Run 1, PDN straps and rails:
Bar = 20 um. Pins as bars on the die edge.
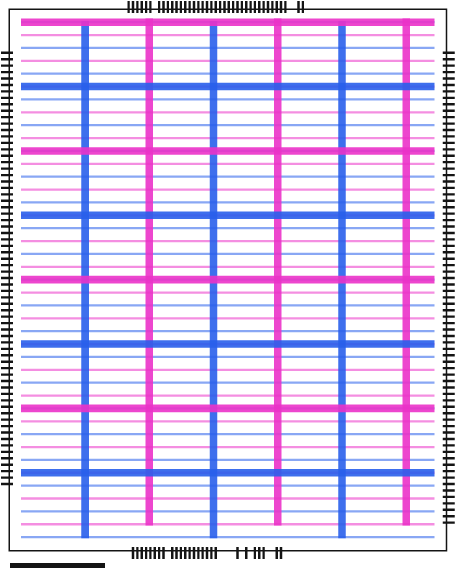
Run 1, cell classes on the final placement:
Bar = 20 um.
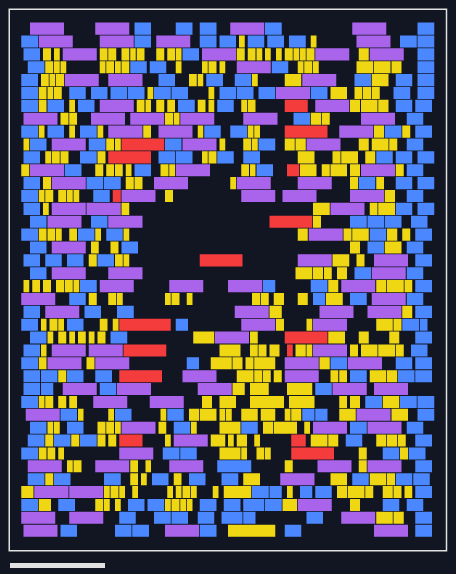
Run 1, clock network drawn from the DEF:
Bar = 20 um.
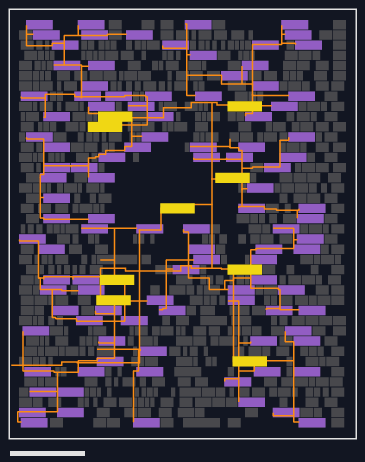
Run 1, wiring by layer:
Only two layers are drawn.
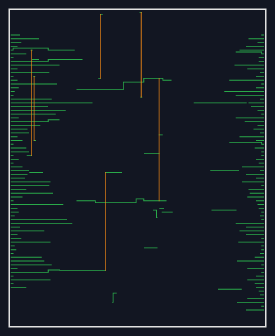
## src/rtl/cfs_apb_pkg.sv

```systemverilog
// Shared types and helpers for the cfs APB requester.
// State encoding, response bundle and address alignment test.
package cfs_apb_pkg;

   localparam int CFS_APB_MAX_ADDR_WIDTH = 32;
   localparam int CFS_APB_MAX_DATA_WIDTH = 32;

   typedef enum logic [1:0] {
      IDLE,
      SETUP,
      ACCESS,
      RESP
   } cfs_apb_state_t;

   typedef struct packed {
      logic [CFS_APB_MAX_DATA_WIDTH-1:0] rdata;
      logic                              err;
      logic                              timeout;
   } cfs_apb_rsp_t;

   function automatic logic cfs_apb_misaligned(
      input logic [CFS_APB_MAX_ADDR_WIDTH-1:0] addr,
      input int unsigned                       nbytes
   );
      logic [CFS_APB_MAX_ADDR_WIDTH-1:0] mask;
      mask = CFS_APB_MAX_ADDR_WIDTH'(nbytes - 1);
      return (addr & mask) != '0;
   endfunction

endpackage

```

## src/rtl/cfs_apb_timeout_cnt.sv

```systemverilog
// Wait-state counter: cleared by load, counts enabled cycles,
// flags the enabled cycle that would reach TIMEOUT_CYCLES (0 = never).
module cfs_apb_timeout_cnt #(
   parameter int TIMEOUT_CYCLES = 16
) (
   input  logic clk_i,
   input  logic rst_i,
   input  logic load_i,
   input  logic en_i,
   output logic expire_o
);

   localparam int CW   = (TIMEOUT_CYCLES > 1) ? $clog2(TIMEOUT_CYCLES) : 1;
   localparam int LAST = (TIMEOUT_CYCLES > 0) ? TIMEOUT_CYCLES - 1 : 0;

   logic [CW-1:0] cnt_q;
   logic [CW-1:0] cnt_d;

   assign expire_o = (TIMEOUT_CYCLES != 0) && en_i && (cnt_q == CW'(LAST));

   always_comb begin
      cnt_d = cnt_q;
      if (load_i) begin
         cnt_d = '0;
      end else if (en_i && !expire_o) begin
         cnt_d = cnt_q + 1'b1;
      end
   end

   always_ff @(posedge clk_i) begin
      if (rst_i) begin
         cnt_q <= '0;
      end else begin
         cnt_q <= cnt_d;
      end
   end

endmodule

```

## src/rtl/cfs_apb_master.sv

```systemverilog
// APB requester: one command in, SETUP/ACCESS on the bus, one response out.
// Misaligned commands are answered with an error without touching the bus.
module cfs_apb_master
   import cfs_apb_pkg::*;
#(
   parameter int ADDR_WIDTH     = 32,
   parameter int DATA_WIDTH     = 32,
   parameter int TIMEOUT_CYCLES = 16,
   parameter bit ALIGN_CHECK    = 1'b1
) (
   input  logic                  pclk,
   input  logic                  preset,
   input  logic                  req_valid,
   output logic                  req_ready,
   input  logic                  req_write,
   input  logic [ADDR_WIDTH-1:0] req_addr,
   input  logic [DATA_WIDTH-1:0] req_wdata,
   output logic                  rsp_valid,
   input  logic                  rsp_ready,
   output logic [DATA_WIDTH-1:0] rsp_rdata,
   output logic                  rsp_err,
   output logic                  rsp_timeout,
   output logic [ADDR_WIDTH-1:0] paddr,
   output logic                  pwrite,
   output logic                  psel,
   output logic                  penable,
   output logic [DATA_WIDTH-1:0] pwdata,
   input  logic                  pready,
   input  logic [DATA_WIDTH-1:0] prdata,
   input  logic                  pslverr
);

   cfs_apb_state_t        state_q, state_d;
   logic [ADDR_WIDTH-1:0] paddr_q, paddr_d;
   logic                  pwrite_q, pwrite_d;
   logic [DATA_WIDTH-1:0] pwdata_q, pwdata_d;
   cfs_apb_rsp_t          rsp_q, rsp_d;
   logic                  misaligned;
   logic                  to_expire;

   assign misaligned = ALIGN_CHECK &&
      cfs_apb_misaligned(CFS_APB_MAX_ADDR_WIDTH'(req_addr), DATA_WIDTH / 8);

   cfs_apb_timeout_cnt #(
      .TIMEOUT_CYCLES(TIMEOUT_CYCLES)
   ) u_timeout (
      .clk_i   (pclk),
      .rst_i   (preset),
      .load_i  (state_q == SETUP),
      .en_i    ((state_q == ACCESS) && !pready),
      .expire_o(to_expire)
   );

   always_comb begin
      state_d  = state_q;
      paddr_d  = paddr_q;
      pwrite_d = pwrite_q;
      pwdata_d = pwdata_q;
      rsp_d    = rsp_q;
      unique case (state_q)
         IDLE: begin
            if (req_valid) begin
               if (misaligned) begin
                  state_d       = RESP;
                  rsp_d.rdata   = '0;
                  rsp_d.err     = 1'b1;
                  rsp_d.timeout = 1'b0;
               end else begin
                  state_d  = SETUP;
                  paddr_d  = req_addr;
                  pwrite_d = req_write;
                  pwdata_d = req_write ? req_wdata : '0;
               end
            end
         end
         SETUP: state_d = ACCESS;
         ACCESS: begin
            // pready wins over an expiry in the same cycle
            if (pready) begin
               state_d       = RESP;
               rsp_d.err     = pslverr;
               rsp_d.timeout = 1'b0;
               rsp_d.rdata   = (!pwrite_q && !pslverr) ?
                  CFS_APB_MAX_DATA_WIDTH'(prdata) : '0;
            end else if (to_expire) begin
               state_d       = RESP;
               rsp_d.rdata   = '0;
               rsp_d.err     = 1'b1;
               rsp_d.timeout = 1'b1;
            end
         end
         RESP: begin
            if (rsp_ready) begin
               state_d = IDLE;
            end
         end
         default: state_d = IDLE;
      endcase
   end

   always_ff @(posedge pclk) begin
      if (preset) begin
         state_q  <= IDLE;
         paddr_q  <= '0;
         pwrite_q <= 1'b0;
         pwdata_q <= '0;
         rsp_q    <= '0;
      end else begin
         state_q  <= state_d;
         paddr_q  <= paddr_d;
         pwrite_q <= pwrite_d;
         pwdata_q <= pwdata_d;
         rsp_q    <= rsp_d;
      end
   end

   assign req_ready   = (state_q == IDLE) && !preset;
   assign psel        = (state_q == SETUP) || (state_q == ACCESS);
   assign penable     = (state_q == ACCESS);
   assign rsp_valid   = (state_q == RESP);
   assign paddr       = paddr_q;
   assign pwrite      = pwrite_q;
   assign pwdata      = pwdata_q;
   assign rsp_rdata   = rsp_q.rdata[DATA_WIDTH-1:0];
   assign rsp_err     = rsp_q.err;
   assign rsp_timeout = rsp_q.timeout;

endmodule
```

## config.mk

```make
export PLATFORM = sky130hd
export DESIGN_NAME = cfs_apb_master
export DESIGN_NICKNAME = d
export VERILOG_FILES = /design/src/rtl/cfs_apb_pkg.sv /design/src/rtl/cfs_apb_timeout_cnt.sv /design/src/rtl/cfs_apb_master.sv
export SDC_FILE = /design/constraint.sdc
export NUM_CORES = 1
export LEC_CHECK = 0
export ABC_CLOCK_PERIOD_IN_PS = 2700
export CORE_ASPECT_RATIO = 1.25
export CORE_MARGIN = 2
export CORE_UTILIZATION = 44
export DETAILED_ROUTE_END_ITERATION = 10
export PLACE_DENSITY = 0.83
export SKIP_CTS_REPAIR_TIMING = 1
export SYNTH_ARGS = -nofsm -noshare
export SYNTH_HDL_FRONTEND = slang
export SYNTH_SLANG_ARGS = --single-unit
export TNS_END_PERCENT = 50
```

## constraint.sdc

```tcl
create_clock -name pclk -period 2.7 [get_ports pclk]
set_clock_uncertainty 0.2 [all_clocks]
set_input_delay 0.54 -clock pclk [delete_from_list [all_inputs] [get_ports pclk]]
set_output_delay 0.54 -clock pclk [all_outputs]
set_load 0.05 [all_outputs]
```

==> COMMIT_EDITMSG, run 1 <==
Log flow metrics for this revision

- The run finished with clean final reports.
- Setup TNS after final layout: 0 ns
- Once layout is complete, the cells apart from fillers number 800.
- Power attributed to the clock group: 1310 uW
- Number of optimization iterations in the first detailed-route pass: 4
- Looking at the cell usage after synthesis, the top flip-flop cell is sky130_fd_sc_hd__dfxtp_1.
- Synthesis handed over a netlist of 483 instances.
- Post-route met1 wirelength: 5100 um
- TritonRoute reported its final design rule violation total as 0.
- Port buffering added 205 buffers.
- In this run, placement finished with an instance count of 784.
- Data on the critical path is required at its endpoint by 1.96 ns.
- For this run, the chip area from Yosys synthesis comes to 4270 um2.
- Max-cap violations: 0
- Chip area: 10500 um2
- The global routing report lists met3 layer usage as 0.0731.
- Peak fanout along the critical path: 4
* Internal Power: 2930 uW
- Largest stage delay, worst path: 0.82 ns
- In this run the number of cells on the critical path is 2.
* Leakage: 0.00246 uW
- Dominant cells by area after synthesis: sky130_fd_sc_hd__dfxtp_1, sky130_fd_sc_hd__nand2_1, sky130_fd_sc_hd__mux2i_1
- Per the TritonCTS log, the buffer count is 9.
* Power density relative to cell area: 642 nW/um2
- In this run, synthesis produced a sequential element count of 105.
* Length of routed met2 wiring: 5790 um
- The power report attributes to the combinational group a share of 0.300.
- For reference, the critical path cell chain is ha_1 -> clkdlybuf4s50_1.
- Number of standard cells reported by yosys: 483
- Slowest cell on crit path: sky130_fd_sc_hd__clkdlybuf4s50_1
* Async S/R FF share, synth: 0
- Yosys instantiated no cell more often than sky130_fd_sc_hd__dfxtp_1.
- The cell type that accounts for the most area after synthesis is sky130_fd_sc_hd__dfxtp_1.
* Placer congestion estimate: 0.779
- Counting distinct cell types in the post-synthesis netlist gives 36.
- Post-synthesis area per instance: 8.83 um2
- According to the dpl log, the detail-placed design has an HPWL of 8740 um.
- Summing over the stages, the warning tally comes to 30.
- Actual transition at the worst max-transition pin: 0.620 ns
- Effective utilization at floorplan: 0.449
## Picture notes: 'PDN straps and rails'
VSS -> blue
VDD -> magenta
met4 straps = 6
signal pins = 206
y dimension of the die: 114 um
total core area: 9510 um2
x dimension of the die: 92.1 um

## Picture notes: 'cell classes on the final placement'
remaining buffers and delay cells -> blue  # cells 215
clock drivers and dummy loads -> red  # cells 16
remaining logic cells -> yellow  # cells 338
registers -> purple  # cells 105
post-route cell area: 6660 um2
placement row count: 40
proportion of cell area occupied by registers: 0.316
final core utilization: 0.700

## Picture notes: 'clock network drawn from the DEF'
flip-flops -> purple  # count 105
clock-net drivers -> yellow  # count 9
clock wires -> orange  # length 1130 um
routed clock nets = 10
flops lie = all over the die

## Picture notes: 'wiring by layer'
M4 -> orange  # wire length 195 um
M3 -> green  # wire length 1040 um
post-DR wirelength/cell: 15.1 um
total number of vias: 4074

==> run 1: area by class of cell <==
type | instances | share of cell area
repair buffers | 215 | 0.321
flip-flops and latches | 105 | 0.316
multi-input cells | 334 | 0.291
clock buffers | 12 | 0.0385
well taps | 126 | 0.0237
clock inverters | 4 | 0.00771
inverters | 4 | 0.00226
==> run 1: path summary, 6_finish.rpt <==
check | start | end
min | pwdata[0] | pwdata[0]
min reg2reg | pwdata[0] | pwdata[0]
max reg2reg | state_q[0] | rsp_rdata[7]
max | state_q[0] | rsp_valid
==> run 1: cell usage in the layout, fill, tap and decap left out, types with 2 or more instances in the layout <==
master,count
sky130_fd_sc_hd__dfxtp_1,105
sky130_fd_sc_hd__nand2b_1,34
sky130_fd_sc_hd__dlymetal6s2s_1,2
sky130_fd_sc_hd__ha_1,6
sky130_fd_sc_hd__mux2i_1,34
sky130_fd_sc_hd__buf_4,10
sky130_fd_sc_hd__nor3b_1,2
sky130_fd_sc_hd__nand3_1,67
sky130_fd_sc_hd__clkbuf_8,2
sky130_fd_sc_hd__nand2_1,94
sky130_fd_sc_hd__or3_1,2
sky130_fd_sc_hd__clkdlybuf4s50_1,201
sky130_fd_sc_hd__clkbuf_16,9
sky130_fd_sc_hd__nor2b_1,4
sky130_fd_sc_hd__mux2_4,2
sky130_fd_sc_hd__nor2_1,4
sky130_fd_sc_hd__inv_1,4
sky130_fd_sc_hd__a21oi_1,67
==> run 1: cells by family (layout without fill, tap and decap cells) <==
group / count (synthesis) / count (layout) / synth area share
simple gates: 217 / 217 / 0.249
flops: 105 / 105 / 0.493
compound gates: 75 / 75 / 0.0959
buf+inv: 44 / 235 / 0.0578
mux: 36 / 36 / 0.0868
fa+ha+maj: 6 / 6 / 0.0176
==> run 2, diff against run 1 <==
--- a/config.mk
+++ b/config.mk
@@ -5,7 +5,9 @@
 export SDC_FILE = /design/constraint.sdc
 export NUM_CORES = 1
 export LEC_CHECK = 0
+export ABC_AREA = 0
 export ABC_CLOCK_PERIOD_IN_PS = 2700
+export CAP_MARGIN = 15
 export CORE_ASPECT_RATIO = 1.25
 export CORE_MARGIN = 2
 export CORE_UTILIZATION = 44
Run 2, PDN straps and rails:
Bar = 20 um. Pins as bars on the die edge.
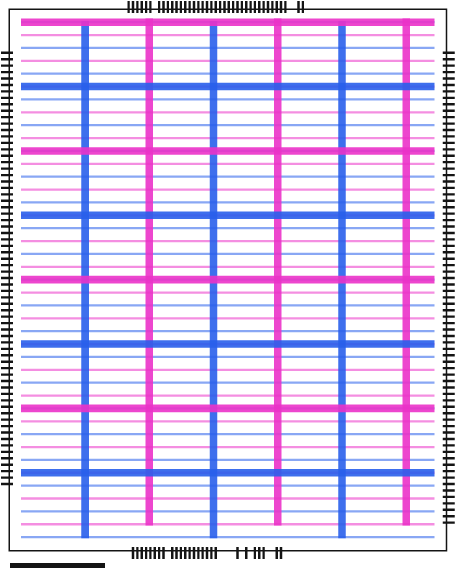
VDD -> magenta
VSS -> blue
met5 straps = 8
signal pins = 206
rows = 40

==> run 2 against run 1 <==
Critical path depth stayed put. Design area stayed put. Synthesized cell count stayed put. Hold slack stayed put. Routed wire length stayed put. Final cell count stayed put. Largest cell class unchanged.
==> COMMIT_EDITMSG, run 2 <==
Log flow metrics for this revision

- Outcome: completed
- Actual transition at the worst max-transition pin: 0.620 ns
* Placement row count: 40
* Slowest cell on crit path: sky130_fd_sc_hd__clkdlybuf4s50_1
* Hold EP: pwdata[0]
* Internal Power: 2930 uW
* Min-delay src: pwdata[0]
- The routed layout reports a DRC error count of 0.
- Buffers added on ports: 205
- Yosys reports the multiplexer fraction of the synthesized area as 0.0868.
* Area leader, netlist: sky130_fd_sc_hd__dfxtp_1
- Number of optimization iterations in the first detailed-route pass: 4
* Tool Warnings: 30
- Placer congestion estimate: 0.779
* Post-DR wirelength/cell: 15.1 um
- Number of standard cells reported by yosys: 483
* Effective utilization at floorplan: 0.449
- Total number of vias: 4074
- Dominant register cell: sky130_fd_sc_hd__dfxtp_1
* Total core area: 9510 um2
[run 2: cell counts after synthesis]
No cell type changed its count.
[run 2: kinds of logic after synthesis]
group | after synthesis
compound gates | 75
buf+inv | 44
mux | 36
flops | 105
fa+ha+maj | 6
simple gates | 217
[run 2: final cells by class]
| type | count | area [um2] | share of cell area |
|---|---|---|---|
| well taps | 126 | 158 | 0.0237 |
| clock inverters | 4 | 51.3 | 0.00771 |
| flip-flops and latches | 105 | 2100 | 0.316 |
| repair buffers | 215 | 2140 | 0.321 |
| inverters | 4 | 15.0 | 0.00226 |
| multi-input cells | 334 | 1940 | 0.291 |
| clock buffers | 12 | 256 | 0.0385 |
[run 2: worst max path at each step]
stage	cells past startpoint	end	from	slack (ns)
final	2	rsp_valid	state_q[0]	0.21
after global routing	2	rsp_valid	state_q[1]	0.16
after CTS	3	penable	state_q[0]	-0.04
after detailed placement	3	penable	state_q[0]	0.33
after global placement	3	penable	state_q[0]	0.39
after floorplan	3	req_ready	preset	0.38
[run 2: metrics by stage]
step                worst slack [ns]   util
floorplan                      0.378      -
global placement               0.386  0.667
detailed placement             0.334  0.667
CTS                          -0.0402  0.699
global route                   0.159  0.700
finish                         0.212  0.700
[run 2: power groups by stage]
| stage | Combinational, uW | Sequential (uW) | Clock (uW) |
|---|---|---|---|
| 4_1_cts | 1290 | 1680 | 1350 |
| 6_report | 1280 | 1680 | 1310 |
| 2_1_floorplan | 698 | 1940 | 0 |
| 3_3_place_gp | 1270 | 1710 | 0 |
| 3_5_place_dp | 1290 | 1720 | 0 |
| 5_1_grt | 1360 | 1690 | 1430 |
[run 2: worst max-delay path, delay by kind of cell, from the launching register on]
kind / cells / cell delay (ns)
adder cells (fa/ha/maj): 1 / 0.20
flip-flops: 1 / 0.39
buffers and inverters: 1 / 0.82
No activity file was given, so power comes from the tool's default toggle rates.
